$ cat config.mk
export PLATFORM = sky130hd
export DESIGN_NAME = load_store_unit
export DESIGN_NICKNAME = d
export VERILOG_FILES = /design/src/rtl/load_store_unit.sv
export SDC_FILE = /design/constraint.sdc
export NUM_CORES = 1
export LEC_CHECK = 0
export CAP_MARGIN = 0
export CORE_ASPECT_RATIO = 0.8
export CORE_MARGIN = 2
export CORE_UTILIZATION = 45
export CTS_CLUSTER_SIZE = 12
export DETAILED_ROUTE_END_ITERATION = 10
export MAX_ROUTING_LAYER = met4
export PLACE_DENSITY = 0.86
export SETUP_SLACK_MARGIN = 0.2
export SYNTH_ARGS = -nofsm -noshare
export SYNTH_HDL_FRONTEND = slang
export SYNTH_SLANG_ARGS = --single-unit
$ cat constraint.sdc
create_clock -name clock -period 5.4 [get_ports clock]
set_clock_uncertainty 0.2 [all_clocks]
set_input_delay 0.54 -clock clock [delete_from_list [all_inputs] [get_ports clock]]
set_output_delay 0.54 -clock clock [all_outputs]
set_load 0.02 [all_outputs]
$ cat src/rtl/load_store_unit.sv
// load_store_unit
//   Single-outstanding load/store unit between a simple request/response
//   handshake and a word-wide synchronous data memory (read data returned the
//   cycle after MemRead). Byte and halfword stores are done as a
//   read-modify-write of the containing word.
//
//   Build option: define LSU_MISALIGN_TRAP_EN to reject misaligned halfword
//   and word accesses. When it is undefined, the low address bits below the
//   access size are ignored.
//
// Ports
//   clock, reset           rising-edge clock, asynchronous active-low reset
//   req_valid/req_ready    request handshake (ready only while idle)
//   req_write              1 = store, 0 = load
//   req_size               00 byte, 01 halfword, 10 word, 11 reserved (error)
//   req_unsigned           load zero-extend (1) / sign-extend (0)
//   req_addr, req_wdata    byte address, right-justified store data
//   resp_valid             one-cycle completion pulse
//   resp_data, resp_error  load result (held until the next load), reject flag
//   MemRead, MemWrite      data memory strobes (never both high)
//   enderecoDeEntrada      data memory word index
//   writeData, readData    data memory write / read data
module load_store_unit #(
  parameter int unsigned MEM_WORDS = 32
) (
  input  logic        clock,
  input  logic        reset,
  input  logic        req_valid,
  output logic        req_ready,
  input  logic        req_write,
  input  logic [1:0]  req_size,
  input  logic        req_unsigned,
  input  logic [31:0] req_addr,
  input  logic [31:0] req_wdata,
  output logic        resp_valid,
  output logic [31:0] resp_data,
  output logic        resp_error,
  output logic        MemRead,
  output logic        MemWrite,
  output logic [31:0] enderecoDeEntrada,
  output logic [31:0] writeData,
  input  logic [31:0] readData
);

  localparam int unsigned AW         = $clog2(MEM_WORDS);
  localparam logic [32:0] ADDR_LIMIT = 33'(MEM_WORDS) << 2;

  typedef enum logic [1:0] {
    S_IDLE,
    S_RD,
    S_LDX,
    S_WR
  } state_t;

  state_t      r_state;
  state_t      w_next;

  logic        r_write;
  logic [1:0]  r_size;
  logic        r_unsigned;
  logic [1:0]  r_lane;
  logic [31:0] r_wdata;
  logic [31:0] r_index;

  logic        r_resp_valid;
  logic        r_resp_error;
  logic [31:0] r_resp_data;

  logic        w_accept;
  logic        w_misalign;
  logic        w_req_err;
  logic [4:0]  w_shift;
  logic [31:0] w_shifted;
  logic [31:0] w_load;
  logic [31:0] w_mask;
  logic [31:0] w_merged;

  // Request decode
  always_comb begin
    w_misalign = 1'b0;
`ifdef LSU_MISALIGN_TRAP_EN
    w_misalign = ((req_size == 2'b01) && req_addr[0]) ||
                 ((req_size == 2'b10) && (req_addr[1:0] != 2'b00));
`endif
    w_req_err = ({1'b0, req_addr} >= ADDR_LIMIT) || (req_size == 2'b11) || w_misalign;
  end

  assign w_accept = req_valid & req_ready;

  // Request latch
  always_ff @(posedge clock or negedge reset) begin
    if (!reset) begin
      r_write    <= 1'b0;
      r_size     <= '0;
      r_unsigned <= 1'b0;
      r_lane     <= '0;
      r_wdata    <= '0;
      r_index    <= '0;
    end else if (w_accept) begin
      r_write    <= req_write;
      r_size     <= req_size;
      r_unsigned <= req_unsigned;
      r_lane     <= req_addr[1:0];
      r_wdata    <= req_wdata;
      r_index    <= 32'(req_addr[AW+1:2]);
    end
  end

  // Lane position: halfwords use only the upper lane bit, words start at lane 0
  always_comb begin
    case (r_size)
      2'b00:   w_shift = {r_lane, 3'b000};
      2'b01:   w_shift = {r_lane[1], 4'b0000};
      default: w_shift = 5'd0;
    endcase
  end

  assign w_shifted = readData >> w_shift;

  always_comb begin
    case (r_size)
      2'b00:   w_load = {{24{~r_unsigned & w_shifted[7]}}, w_shifted[7:0]};
      2'b01:   w_load = {{16{~r_unsigned & w_shifted[15]}}, w_shifted[15:0]};
      default: w_load = readData;
    endcase
  end

  // Read-modify-write merge: replace only the addressed lane(s)
  assign w_mask   = ((r_size == 2'b00) ? 32'h0000_00FF : 32'h0000_FFFF) << w_shift;
  assign w_merged = (readData & ~w_mask) | ((r_wdata << w_shift) & w_mask);

  // FSM: state register
  always_ff @(posedge clock or negedge reset) begin
    if (!reset) r_state <= S_IDLE;
    else        r_state <= w_next;
  end

  // FSM: next state
  always_comb begin
    w_next = r_state;
    case (r_state)
      S_IDLE: begin
        if (w_accept && !w_req_err)
          w_next = (req_write && (req_size == 2'b10)) ? S_WR : S_RD;
      end
      S_RD:    w_next = r_write ? S_WR : S_LDX;
      S_LDX:   w_next = S_IDLE;
      S_WR:    w_next = S_IDLE;
      default: w_next = S_IDLE;
    endcase
  end

  // FSM: outputs
  always_comb begin
    req_ready = (r_state == S_IDLE);
    MemRead   = (r_state == S_RD);
    MemWrite  = (r_state == S_WR);
    writeData = '0;
    if (r_state == S_WR)
      writeData = (r_size == 2'b10) ? r_wdata : w_merged;
  end

  assign enderecoDeEntrada = r_index;

  // Response registers; a rejected request answers the cycle after acceptance
  always_ff @(posedge clock or negedge reset) begin
    if (!reset) begin
      r_resp_valid <= 1'b0;
      r_resp_error <= 1'b0;
      r_resp_data  <= '0;
    end else begin
      r_resp_valid <= (w_accept && w_req_err) || (r_state == S_LDX) || (r_state == S_WR);
      r_resp_error <= w_accept && w_req_err;
      if (w_accept && w_req_err)
        r_resp_data <= '0;
      else if (r_state == S_LDX)
        r_resp_data <= w_load;
    end
  end

  assign resp_valid = r_resp_valid;
  assign resp_error = r_resp_error;
  assign resp_data  = r_resp_data;

endmodule

Fig. 1: routing congestion map
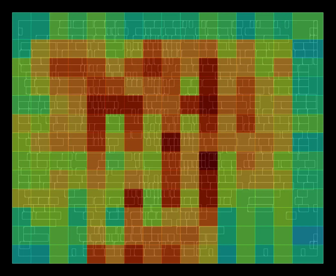
GRT Util Overall: 28.0%
wire length per cell after detailed routing: 19.9 µm
routing usage on met1: 38.6%
met3 track utilization from global routing: 5.50%
met2 GRT Util: 42.1%

Fig. 2: signal wires on met1
Drawn at 4 px/µm.
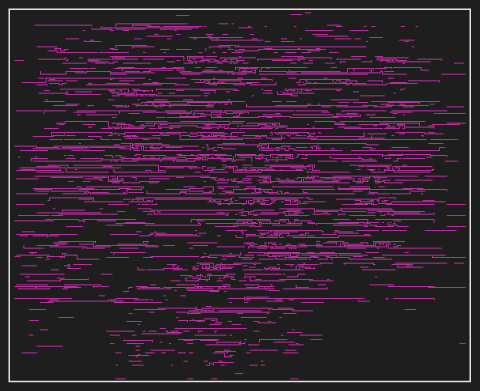
- longest straight run: 32.7 µm
- share of all routed wire: 43%
- nets with wire on the layer: 603

Fig. 3: placement by cell class
Drawn at 3 px/µm.
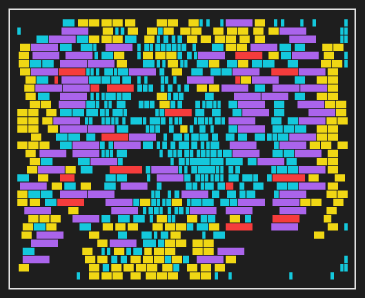
- yellow: remaining buffers and delay cells (cells 178)
- cyan: remaining logic cells (cells 334)
- purple: registers (cells 79)
- red: clock drivers and dummy loads (cells 16)

==> run summary <==
Synthesis and PnR results.

- The relative slew slack is between 10% and 20%.
- The portion of the clock cycle consumed by the worst path in the final layout reads about four fifths.
- The flow ran to the end, and the final reports show no timing, DRC or antenna violations.
- The worst supply voltage drop on vdd reads 194 µV.
- The power attributed to sequential cells reads ~0.00066 W.
- The post-synthesis chip area from yosys is around 0.0044 mm².
- The sum of negative setup slack reads 0 ns.
- The flow inserted around 120 tap cells.
- The script computed the net switching share of total power as around a quarter.
- The library cells used most frequently in the layout, excluding fill and tap cells, are 175 x clkdlybuf4s50_1, 79 x dfrtp_1, 46 x nand2_1.
- The initial antenna violation count was 0.
- The largest stage delay on the critical path is 0.91 ns.
- Setup slack on the worst reg-to-reg path comes out at 2.53 ns.
- The final layout contains approximately 700 nets.
- In the final layout, non-clock buffers account for roughly 28% of the cell area.
- TritonCTS created 9 clock buffers.
- The repair_antennas step left the layout with diodes totalling 0.
- The static leakage power reads 2.67 nW.
- The critical path is of the reg2out type.
- The routed via count divided by cell count is roughly 5.8.
- The number of slew-limit violations in the final report reads 0.
- The synthesized netlist devotes 0% of its cell area to XOR and XNOR gates.
- The path depth of the worst reg2reg path reads 5.
- The reported net switching power reads approximately 0.00043 W.
- The clock tree buffer count of the final layout is 11.
- The distinct cell type count of the synthesized netlist is between 40 and 50.
- The height of the chip is about 93 µm.
- Entering global routing, the biggest net connects approximately 80 pins.
- The TritonCTS clock tree is done.
- The number of post-CTS setup repair buffers reads 0.
- The die covers 0.0106 mm².
- The beginning of the critical path reads r_size[1].
- The violation tally from detailed-route iteration zero reads 368.
- The number of buffers outside the clock class in the layout is around 180.
- The clock passes through at most 2 buffers.
- The fraction of layout cells with a size suffix above 1 reads 11.7%.
- The final tally of setup violations is 0.
- The met1 wire length reads approximately 6 mm.
- The placed instances occupy a cell area of ~0.0061 mm².
- The number of cells reported by Yosys stat comes to ~440.
- Among the non-sequential cells, AND-OR/OR-AND gates take the most area.
- The region available for standard cell placement spans between 0.009 and 0.01 mm².
- The count of flip-flops with a built-in enable after synthesis is 0.
- The number of global-route vias before repair reads roughly 4100.
- The internal power component reads about 0.0012 W.
- The end point of the critical path is writeData[27].
- The fraction of area in clock buffers and inverters reads 5.05%.
- The die outline width is between 100 and 150 µm.
- The master of the slowest instance on the critical path reads nor2b_1.
- The amount of wire on met2 after detailed routing reads around 6.6 mm.
- The multiplexer share of the synthesized area reads around 15%.
- Clock network power for this build is around 0.00066 W.
- The worst-skew pair later-pin latency reads 0.34 ns.
- The detailed router reported a total wirelength of between 10 and 15 mm.
- The start of the worst register-to-register path reads r_size[1].
- The top contributor to total power is clock.
- The report lists the cells along the critical path as nor2b_1 -> nand2_1 -> nor2_1 -> a21oi_1 -> o21ai_0 -> clkdlybuf4s50_1.
- Per the post-synthesis stats, the area per cell is roughly 10 µm².
- The launching element type of the critical path is a register.
- The placement summary gives the final routability congestion estimate as between 0.8 and 0.9.
- The clock input transition at the sequential cells of the worst setup and hold paths reads about 0.060 ns.
- Before placement the cells fill 46.1% of the core.
- Global route summary, busiest routing layer listed as met2.
- The number of flip-flops and latches in the synthesized netlist reads slightly below 80.
- The count of pins on the block boundary is roughly 200.
- The number of detailed-route iterations in the first pass is 5.
- The overall power is 0.00162 W.
- The count of buffers inserted at the top-level ports is ~180.
- The type of element capturing the critical path reads an output port.
- The total overflow reported by the global router is 0.
- The post-synthesis share of cell area spent on and-or and or-and gates reads between 10% and 20%.
- The number of sequential cells in the layout reads slightly below 80.
- The first global-routing pass estimated between 20 and 25 mm of wire.
- The number of buffers added to fix hold violations after cts reads 0.
- The clock net in this run drives a total of 79 sinks.
- The multi-input combinational area share is around a third.
- The final layout report lists a filler cell count of ~780.
- After detailed routing, no signal wire sits above met4.
- Leaving out buffers and inverters, the combinational logic in the layout accounts for around 0.0022 mm².
- The commonest register cell after synthesis is dfrtp_1.
- The total count of hold-check failures in the final report is 0.
- In this build the clock could be raised as far as around 240 MHz.
- The number of logic inverters in the finished layout is 5.
- The share of the Yosys chip area taken by registers is between 40% and 50%.
- The fraction of synthesized cell area taken by the top area cell type reads 44.7%.
- Setup repair after global routing left no endpoint under its margin.
- The most common logic cell in the routed design reads clkdlybuf4s50_1.
- The netlist area before placement reads roughly 0.0044 mm².
- In the final layout, flip-flops and latches take up between 30% and 40% of the cell area.
- Combinational power for this build is 0.000303 W.
- The max capacitance violation total reads 0.
- The number of cells produced by synthesis is about 440.
- The storage element area reads a little under 0.002 mm².
- Sorting the Yosys area breakdown by cell type puts at the top dfrtp_1.
- Of the total power, combinational logic draws a little under a fifth.
- The peak fanout along the critical path is 17.
- The time the worst path needs with I/O delays and setup is roughly 4.2 ns.
- Yosys attributes the largest share of cell area to dfrtp_1 45%, mux2_2 10%, buf_4 4.9%.
- The synthesized netlist devotes between 10% and 20% of its cell area to simple gates.
- The required time reported for the critical path endpoint is ~4.7 ns.
- The placed wire-length estimate after detailed placement reads approximately 11 mm.
- The synthesized netlist devotes 0% of its cell area to adder and majority cells.
- The row count is 32.
- The master cell of the clock root buffer reads clkbuf_16.
- The final routed DRC violation total is 0.
- The data arrival time reported for the critical path is about 3.5 ns.
- The largest cell class by area is combinational gates.
- The detail route stage leaves a number of antenna-violating nets equal to 0.
- The total tool warning count reads 26.
- Per the summary, power density relative to cell area is ~250 mW/mm².
- The number of levels the H-tree was split into is 3.
- The tightest min-delay check is of the in2async type.
- The yosys synthesis warning count is 0.
- Per the timing report, the most critical flop-to-flop path finishes at resp_data[22].
- Looking at the max-slew report, the worst-margin pin has a slew of around 1.2 ns.
- Gates resized during post-CTS repair numbered 0.
- Per the detail_route log, met3 wirelength is roughly 1.3 mm.
- The relative contribution of sequential cells to total power reads about 41%.
- The power report attributes to the clock group a share of roughly two fifths.
- The vias after detailed routing reads 4219.
- The fraction of registers with async set/reset reads 100%.
- The count of multi-input combinational gates is around 330.
Fig. 4: cell sizes after repair
Drawn at 3 px/µm.
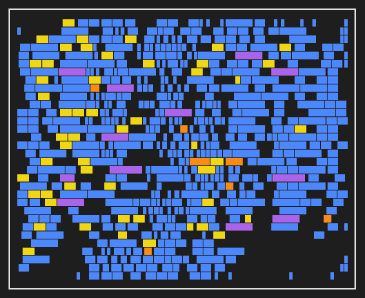
- yellow: x2 (cells 52; share 8.6%)
- blue: x1 and smaller (cells 536; share 88%)
- orange: x3 and x4 (cells 7; share 1.2%)
- purple: x6 and larger (cells 12; share 2.0%)
layout overhead on the synthesized area: 44.9%
final design area excluding fillers: 0.00641 mm²

Fig. 5: layout detail
Window x 16 to 41, y 57 to 82 µm. Cells in gray, sequential cells in the stronger gray; small squares are vias.
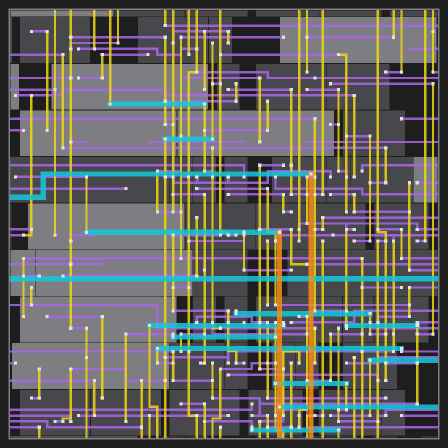
- cyan: M3
- purple: M1
- orange: M4
- yellow: M2
- netlist names of flops here include: r_wdata (8)
- sequential cells in the window: 8
- most frequent: nor2_1 (8), dfrtp_1 (8)
- cells with their middle in the window: 46

## metrics by stage
step | cells | utilization [%] | hold slack [ns] | setup WS [ns]
after CTS | 726 | 66.7 | 0.207 | 1.24
after global placement | 710 | 63.4 | 0.270 | 1.76
final | 726 | 66.7 | 0.166 | 1.16
after detailed placement | 710 | 63.4 | 0.283 | 1.59
after floorplan | 468 | - | 0.0444 | 2.76
after global routing | 726 | 66.7 | 0.251 | 0.894
## state kept, by name (all words and copies together), names as in the netlist
register and count:
r_write 1, resp_error 1, resp_data 32, r_state 2, r_wdata 32, r_size 2
enderecoDeEntrada 5, r_lane 2, resp_valid 1, r_unsigned 1
## cell usage after synthesis, types with 2 or more instances
| master | n |
|---|---|
| o21ai_0 | 29 |
| a221oi_1 | 6 |
| a211oi_1 | 2 |
| buf_2 | 9 |
| a31oi_1 | 6 |
| clkbuf_1 | 11 |
| nor3_1 | 2 |
| a22o_1 | 9 |
| nor2_1 | 44 |
| nand2b_1 | 3 |
| buf_4 | 29 |
| mux2i_1 | 18 |
| mux2_2 | 41 |
| or2_2 | 2 |
| a21oi_1 | 27 |
| clkbuf_4 | 2 |
| a311oi_1 | 8 |
| inv_1 | 5 |
| nor4_1 | 5 |
| nand2_1 | 46 |
| dfrtp_1 | 79 |
| or2b_1 | 2 |
| nor2b_1 | 2 |
| buf_6 | 3 |
| or3_1 | 2 |
| nand3_1 | 9 |
| a221o_2 | 3 |
| a221o_1 | 20 |
## worst max-delay path: cells and delay by family (launching register included)
| kind | cells | cell delay (ns) |
|---|---|---|
| AND-OR/OR-AND | 2 | 0.24 |
| buffers and inverters | 1 | 0.65 |
| AND/OR/NAND/NOR | 3 | 1.75 |
| flip-flops | 1 | 0.51 |
Power and IR drop assume default switching activity.
